M1 wires:
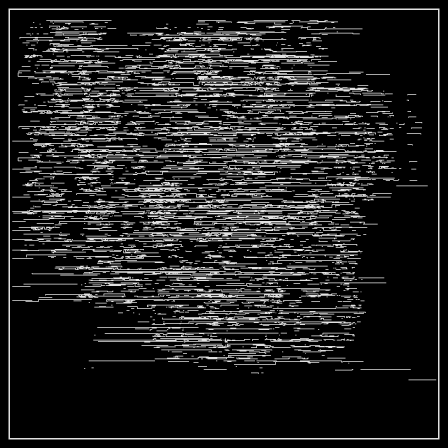
The metal 2 layer:
Bar = 50 um. Cells faint in the background.
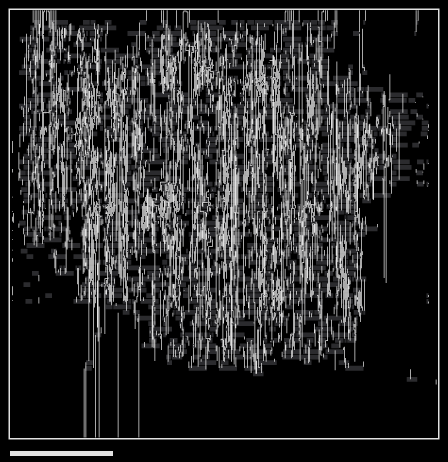
Metal 3:
Bar = 50 um.
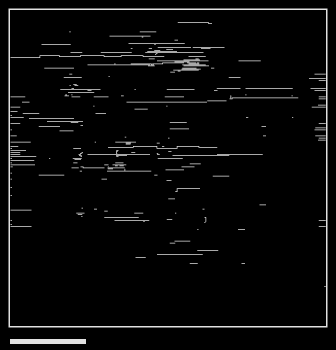
The metal 4 layer:
Cells faint in the background.
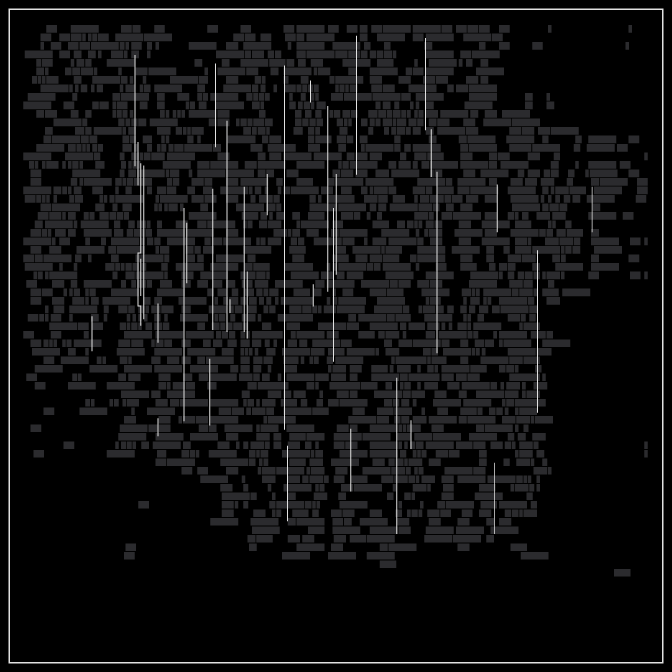
## src/rtl/motor_pwm_pkg.sv

```systemverilog
// Shared constants for the motor PWM slave: register word addresses,
// STATUS/COMMIT bit positions and the per-motor GPIO nibble layout.
package motor_pwm_pkg;

    localparam logic [4:0] ADDR_CTRL      = 5'h00;
    localparam logic [4:0] ADDR_DUTY      = 5'h08;
    localparam logic [4:0] ADDR_PERIOD    = 5'h10;
    localparam logic [4:0] ADDR_COMMIT    = 5'h11;
    localparam logic [4:0] ADDR_WDOG_LOAD = 5'h12;
    localparam logic [4:0] ADDR_STATUS    = 5'h13;

    localparam int STAT_PENDING = 0;
    localparam int STAT_TRIP    = 1;
    localparam int COMMIT_BIT   = 0;

    localparam int GPIO_PWM_A = 0;
    localparam int GPIO_PWM_B = 1;
    localparam int GPIO_EN    = 2;
    localparam int GPIO_DIR   = 3;

    typedef struct packed {
        logic dir;
        logic en;
    } motor_ctrl_t;

endpackage

```

## src/rtl/motor_pwm_slave_if.sv

```systemverilog
// Avalon-MM slave bus bundle for the motor PWM block.
interface motor_pwm_slave_if;

    logic        chipselect;
    logic        write;
    logic        read;
    logic [4:0]  addr;
    logic [31:0] writedata;
    logic [31:0] readdata;

    modport master (
        output chipselect, write, read, addr, writedata,
        input  readdata
    );

    modport slave (
        input  chipselect, write, read, addr, writedata,
        output readdata
    );

endinterface

```

## src/rtl/motor_pwm_channel.sv

```systemverilog
// One H-bridge channel: compares the shared counter against its active duty
// and registers the {dir, en, pwm_b, pwm_a} nibble, with a forced-off kill.
module motor_pwm_channel #(
    parameter int PWM_WIDTH = 12
) (
    input  logic                 clk,
    input  logic                 reset_n,
    input  logic [PWM_WIDTH-1:0] cnt,
    input  logic [PWM_WIDTH-1:0] duty_a,
    input  logic                 en_a,
    input  logic                 dir_a,
    input  logic                 kill,
    output logic [3:0]           gpio
);
    import motor_pwm_pkg::*;

    logic       pwm;
    logic [3:0] nibble;

    always_comb begin
        pwm                = en_a & (cnt < duty_a);
        nibble             = '0;
        nibble[GPIO_PWM_A] = pwm & dir_a;
        nibble[GPIO_PWM_B] = pwm & ~dir_a;
        nibble[GPIO_EN]    = en_a;
        nibble[GPIO_DIR]   = dir_a;
    end

    // The kill gate sits on the register input so the pins drop on the next edge.
    always_ff @(posedge clk or negedge reset_n) begin
        if (!reset_n) begin
            gpio <= '0;
        end else begin
            gpio <= kill ? 4'b0000 : nibble;
        end
    end

endmodule

```

## src/rtl/motor_pwm_slave.sv

```systemverilog
// Avalon-MM slave driving NUM_MOTORS H-bridges from one PWM timebase, with
// double-buffered settings committed at period wrap and a host-activity watchdog.
module motor_pwm_slave #(
    parameter int NUM_MOTORS = 6,
    parameter int PWM_WIDTH  = 12,
    parameter int WDOG_WIDTH = 24
) (
    input  logic                    clk,
    input  logic                    reset_n,
    motor_pwm_slave_if.slave        bus,
    output logic                    wdog_trip,
    output logic [4*NUM_MOTORS-1:0] GPIO_out
);
    import motor_pwm_pkg::*;

    motor_ctrl_t            ctrl_s [NUM_MOTORS];
    motor_ctrl_t            ctrl_a [NUM_MOTORS];
    logic [PWM_WIDTH-1:0]   duty_s [NUM_MOTORS];
    logic [PWM_WIDTH-1:0]   duty_a [NUM_MOTORS];
    logic [PWM_WIDTH-1:0]   period_s;
    logic [PWM_WIDTH-1:0]   period_a;
    logic [PWM_WIDTH-1:0]   cnt;
    logic                   pending;
    logic [WDOG_WIDTH-1:0]  wdog_load;
    logic [WDOG_WIDTH-1:0]  wcnt;
    logic [31:0]            rd_mux;
    logic [3:0]             gpio_nib [NUM_MOTORS];

    logic wr;
    logic rd;
    logic period_zero;
    logic wrap;
    logic commit_fire;
    logic commit_req;
    logic status_clear;
    logic unused_wdata;

    assign wr           = bus.chipselect & bus.write;
    assign rd           = bus.chipselect & bus.read;
    assign period_zero  = (period_a == '0);
    assign wrap         = !period_zero && (cnt == period_a - PWM_WIDTH'(1));
    assign commit_fire  = pending && (period_zero || wrap);
    assign commit_req   = wr && (bus.addr == ADDR_COMMIT) && bus.writedata[COMMIT_BIT];
    assign status_clear = wr && (bus.addr == ADDR_STATUS) && bus.writedata[STAT_TRIP];
    assign unused_wdata = ^bus.writedata;

    always_ff @(posedge clk or negedge reset_n) begin
        if (!reset_n) begin
            for (int i = 0; i < NUM_MOTORS; i++) begin
                ctrl_s[i] <= '0;
                duty_s[i] <= '0;
            end
            period_s  <= '0;
            wdog_load <= '0;
        end else if (wr) begin
            for (int i = 0; i < NUM_MOTORS; i++) begin
                if (bus.addr == ADDR_CTRL + 5'(i)) ctrl_s[i] <= bus.writedata[1:0];
                if (bus.addr == ADDR_DUTY + 5'(i)) duty_s[i] <= bus.writedata[PWM_WIDTH-1:0];
            end
            if (bus.addr == ADDR_PERIOD)    period_s  <= bus.writedata[PWM_WIDTH-1:0];
            if (bus.addr == ADDR_WDOG_LOAD) wdog_load <= bus.writedata[WDOG_WIDTH-1:0];
        end
    end

    // Non-blocking loads mean the active set takes the shadow values held before the wrap edge.
    always_ff @(posedge clk or negedge reset_n) begin
        if (!reset_n) begin
            for (int i = 0; i < NUM_MOTORS; i++) begin
                ctrl_a[i] <= '0;
                duty_a[i] <= '0;
            end
            period_a <= '0;
        end else if (commit_fire) begin
            ctrl_a   <= ctrl_s;
            duty_a   <= duty_s;
            period_a <= period_s;
        end
    end

    always_ff @(posedge clk or negedge reset_n) begin
        if (!reset_n) begin
            cnt <= '0;
        end else if (period_zero || wrap) begin
            cnt <= '0;
        end else begin
            cnt <= cnt + PWM_WIDTH'(1);
        end
    end

    // A COMMIT write outranks the clear, so one landing in the wrap cycle applies next wrap.
    always_ff @(posedge clk or negedge reset_n) begin
        if (!reset_n) begin
            pending <= 1'b0;
        end else if (commit_req) begin
            pending <= 1'b1;
        end else if (commit_fire) begin
            pending <= 1'b0;
        end
    end

    // Expiry is only reachable on write-free cycles, so a STATUS clear always beats it.
    always_ff @(posedge clk or negedge reset_n) begin
        if (!reset_n) begin
            wcnt      <= '0;
            wdog_trip <= 1'b0;
        end else begin
            if (wr) begin
                wcnt <= (bus.addr == ADDR_WDOG_LOAD) ? bus.writedata[WDOG_WIDTH-1:0] : wdog_load;
            end else if (wdog_load != '0 && wcnt != '0) begin
                wcnt <= wcnt - WDOG_WIDTH'(1);
            end

            if (status_clear) begin
                wdog_trip <= 1'b0;
            end else if (!wr && wdog_load != '0 && wcnt == WDOG_WIDTH'(1)) begin
                wdog_trip <= 1'b1;
            end
        end
    end

    always_comb begin
        rd_mux = '0;
        for (int i = 0; i < NUM_MOTORS; i++) begin
            if (bus.addr == ADDR_CTRL + 5'(i)) rd_mux = {30'b0, ctrl_s[i]};
            if (bus.addr == ADDR_DUTY + 5'(i)) rd_mux = 32'(duty_s[i]);
        end
        if (bus.addr == ADDR_PERIOD)    rd_mux = 32'(period_s);
        if (bus.addr == ADDR_WDOG_LOAD) rd_mux = 32'(wdog_load);
        if (bus.addr == ADDR_STATUS) begin
            rd_mux[STAT_PENDING] = pending;
            rd_mux[STAT_TRIP]    = wdog_trip;
        end
    end

    always_ff @(posedge clk or negedge reset_n) begin
        if (!reset_n) begin
            bus.readdata <= '0;
        end else if (rd) begin
            bus.readdata <= rd_mux;
        end
    end

    // A zero period must silence every pwm even though cnt sits at 0.
    for (genvar g = 0; g < NUM_MOTORS; g++) begin : g_motor
        motor_pwm_channel #(
            .PWM_WIDTH (PWM_WIDTH)
        ) u_channel (
            .clk     (clk),
            .reset_n (reset_n),
            .cnt     (cnt),
            .duty_a  (period_zero ? {PWM_WIDTH{1'b0}} : duty_a[g]),
            .en_a    (ctrl_a[g].en),
            .dir_a   (ctrl_a[g].dir),
            .kill    (wdog_trip),
            .gpio    (gpio_nib[g])
        );
        assign GPIO_out[4*g +: 4] = gpio_nib[g];
    end

endmodule

```

## src/flat_wrapper.sv

```systemverilog
// flat-port wrapper written by rule: the top's interface ports become plain ports
module motor_pwm_slave_flat import motor_pwm_pkg::*;
#(
    parameter int NUM_MOTORS = 6,
    parameter int PWM_WIDTH  = 12,
    parameter int WDOG_WIDTH = 24
)
  (clk, reset_n, wdog_trip, GPIO_out, bus_chipselect, bus_write, bus_read, bus_addr, bus_writedata, bus_readdata);
  motor_pwm_slave_if bus_i ();
  input  logic clk;
  input  logic reset_n;
  output logic wdog_trip;
  output logic [4*NUM_MOTORS-1:0] GPIO_out;
  input wire logic [$bits(bus_i.chipselect)-1:0] bus_chipselect;
  input wire logic [$bits(bus_i.write)-1:0] bus_write;
  input wire logic [$bits(bus_i.read)-1:0] bus_read;
  input wire logic [$bits(bus_i.addr)-1:0] bus_addr;
  input wire logic [$bits(bus_i.writedata)-1:0] bus_writedata;
  output wire logic [$bits(bus_i.readdata)-1:0] bus_readdata;
  assign bus_i.chipselect = bus_chipselect;
  assign bus_i.write = bus_write;
  assign bus_i.read = bus_read;
  assign bus_i.addr = bus_addr;
  assign bus_i.writedata = bus_writedata;
  assign bus_readdata = bus_i.readdata;
  motor_pwm_slave #(.NUM_MOTORS(NUM_MOTORS), .PWM_WIDTH(PWM_WIDTH), .WDOG_WIDTH(WDOG_WIDTH)) u_core (.clk(clk), .reset_n(reset_n), .bus(bus_i), .wdog_trip(wdog_trip), .GPIO_out(GPIO_out));
endmodule
```

## config.mk

```make
export PLATFORM = sky130hd
export DESIGN_NAME = motor_pwm_slave_flat
export DESIGN_NICKNAME = d
export VERILOG_FILES = /design/src/rtl/motor_pwm_pkg.sv /design/src/rtl/motor_pwm_slave_if.sv /design/src/rtl/motor_pwm_channel.sv /design/src/rtl/motor_pwm_slave.sv /design/src/flat_wrapper.sv
export SDC_FILE = /design/constraint.sdc
export NUM_CORES = 1
export LEC_CHECK = 0
export ABC_CLOCK_PERIOD_IN_PS = 9200
export CORE_MARGIN = 4
export CORE_UTILIZATION = 40
export CTS_BUF_LIST = sky130_fd_sc_hd__clkbuf_4
export CTS_CLUSTER_SIZE = 28
export DETAILED_ROUTE_END_ITERATION = 8
export HOLD_SLACK_MARGIN = 0.12
export PLACE_DENSITY = 0.68
export SLEW_MARGIN = 15
export SYNTH_ARGS = -nofsm -noshare
export SYNTH_HDL_FRONTEND = slang
export SYNTH_HIERARCHICAL = 1
export SYNTH_SLANG_ARGS = --single-unit
```

## constraint.sdc

```tcl
create_clock -name clk -period 9.2 [get_ports clk]
set_input_delay 1.38 -clock clk [delete_from_list [all_inputs] [get_ports clk]]
set_output_delay 1.38 -clock clk [all_outputs]
set_load 0.02 [all_outputs]
```

==> GITHUB_STEP_SUMMARY <==
### Yosys + OpenROAD results

| Metric | Value |
|---|---|
| Most used flip-flop cell | dfrtp_1 |
| Launching instance or port of the critical path | bus_addr[3] |
| VDD IR max | 0.0001289 V |
| Final hold slack | 0.4724 ns |
| Kind of path behind the tightest hold check | reg -> reg |
| Most common cell on crit path | buf_4 |
| Chip area in the Yosys report | 16110 um^2 |
| Net count, final | 1675 |
| NonClk Buf Share | 5.291% |
| End point of the critical path | u_core/wdog_load[8]$_DFFE_PN0P_ |
| First drt pass iteration count | 6 |
| Int Power | 2.446 mW |
| Arrival time of the worst setup path | 4.52 ns |
| AND-OR/OR-AND share of the synthesized area | 10.73% |
| Mapped Avg Cell Area | 11.15 um^2 |
| Run status | finished, final reports clean |
| Clock buffer count in the final layout | 129 |
| Worst reg2reg startpoint | u_core/period_a[0]$_DFFE_PN0P_ |
| Sequential fraction of total cell area | 41.07% |
| Simple-gate portion of the synthesized area | 14.31% |
| Number of top-level design ports | 99 |
| Combinational-cell power consumption | 0.790 mW |
| Count of clock tree sinks | 302 |
| Hold Crit Endpoint | u_core/period_a[8]$_DFFE_PN0P_ |
| Post-DP HPWL | 28.07 mm |
| TritonCTS Buffers | 83 |
| Top logic cell by instance count in the layout | dfrtp_1 |
| Seq group | 1.62 mW |
| Number of multi-input combinational cells in the layout | 993 |
| FF+latch count, synth | 302 |
| Routed wire length on met2 | 18.97 mm |
| Largest net degree at the start of global routing | 172 |
| Count of cell instances traversed by the critical path | 7 |
| Number of inserted diodes | 1 |
| Layout buffer count excluding clock buffers | 100 |
| Sum of negative setup slack | 0 ns |
| Minimum period implied by the final worst setup slack | 3.988 ns |
| Met3 Wirelength | 1.930 mm |
| Lkg Pwr | 8.459 nW |
| Die width | 208.7 um |
| Top cell type's share of synthesized area | 46.92% |
| FF+latch area | 7557 um^2 |
| TritonCTS clock tree | done |
| Antenna Violating Nets Remaining | 0 |
| Overflow left after global routing | 0 |
| DRT met1 WL | 18.31 mm |
| Leading area contributor after synthesis | dfrtp_1 |
| Number of buffers between clock root and the deepest sink | 3 |
| Sequential-to-total area share from yosys stat | 46.92% |
| Sequential Power Share | 45.1% |
| Sequential cell count | 302 |
| Peak-usage layer in the global routing report | met2 |
| Total die area | 43540 um^2 |
| Cycle use final | 43.35% |
| Comb power frac | 22.0% |
| Adders+Majority by Area | 5.438% |
| Global-route wire length before repair | 64.75 mm |
| Vias per cell | 5.417 |
| Final Util | 46.31% |
| Wirelength per Cell | 18.82 um |
| Measured slew at the worst slew-check pin | 1.128 ns |
| RSZ-0062 raised after global routing | no |
| Share of flip-flops with an asynchronous set or reset after synthesis | 100.0% |
| Highest signal layer in the routed design | met4 |
| Share of cells above drive strength 1 | 24.46% |
| CP endpoint kind | flip-flop |
| Post-layout power | 3.590 mW |
| Buffer-and-inverter tally for the worst setup path | 3 |
| Violation count after the first detailed-route iteration | 876 |
| Cell count in the Yosys report | 1445 |
| Most frequent cells in the layout | dfrtp_1, mux2_2, nand2_1, clkbuf_4, inv_1 |
| Count of library flops with an enable pin | 0 |
| Clock Power | 1.18 mW |
| Switching power total | 1.144 mW |
| Most common cell in the netlist | dfrtp_1 |
-- 'M1 wires' (at the start) --
share of all routed wire = 45%
longest straight run = 54.7 um
sum of routed wire length over all layers: 40.36 mm
total number of vias: 11620
met1 Use GR: 25.24%

-- 'the metal 2 layer' (at the start) --
longest straight run = 75.5 um
main direction = vertical
share of all routed wire = 47%
wire length on this layer = 19000 um
met2 GRT Util: 29.57%

-- 'metal 3' (at the start) --
nets with wire on the layer = 145
main direction = horizontal
longest straight run = 52.9 um
met3 track utilization from global routing: 3.048%

-- 'the metal 4 layer' (at the start) --
nets with wire on the layer = 25
main direction = vertical
share of all routed wire = 2.8%

registers in the layout (all words and copies together), names as in the netlist:
register	cells
u_core/period_s	12
u_core/duty_a	72
u_core/cnt	12
u_core/pending	1
u_core/bus.readdata	24
u_core/wcnt	24
u_core/ctrl_a	12
u_core/wdog_trip	1
u_core/ctrl_s	12
u_core/g_motor.u_channel/gpio	24
u_core/duty_s	72
u_core/wdog_load	24
u_core/period_a	12
metrics by stage:
stage          setup slack [ns]  instances
6_report                  5.212       2145
5_1_grt                   5.100       2145
3_5_place_dp              4.609       2003
3_3_place_gp              4.663       2003
2_1_floorplan             6.014       1452
4_1_cts                   5.282       2144
Power is estimated from default activity; no workload was simulated.
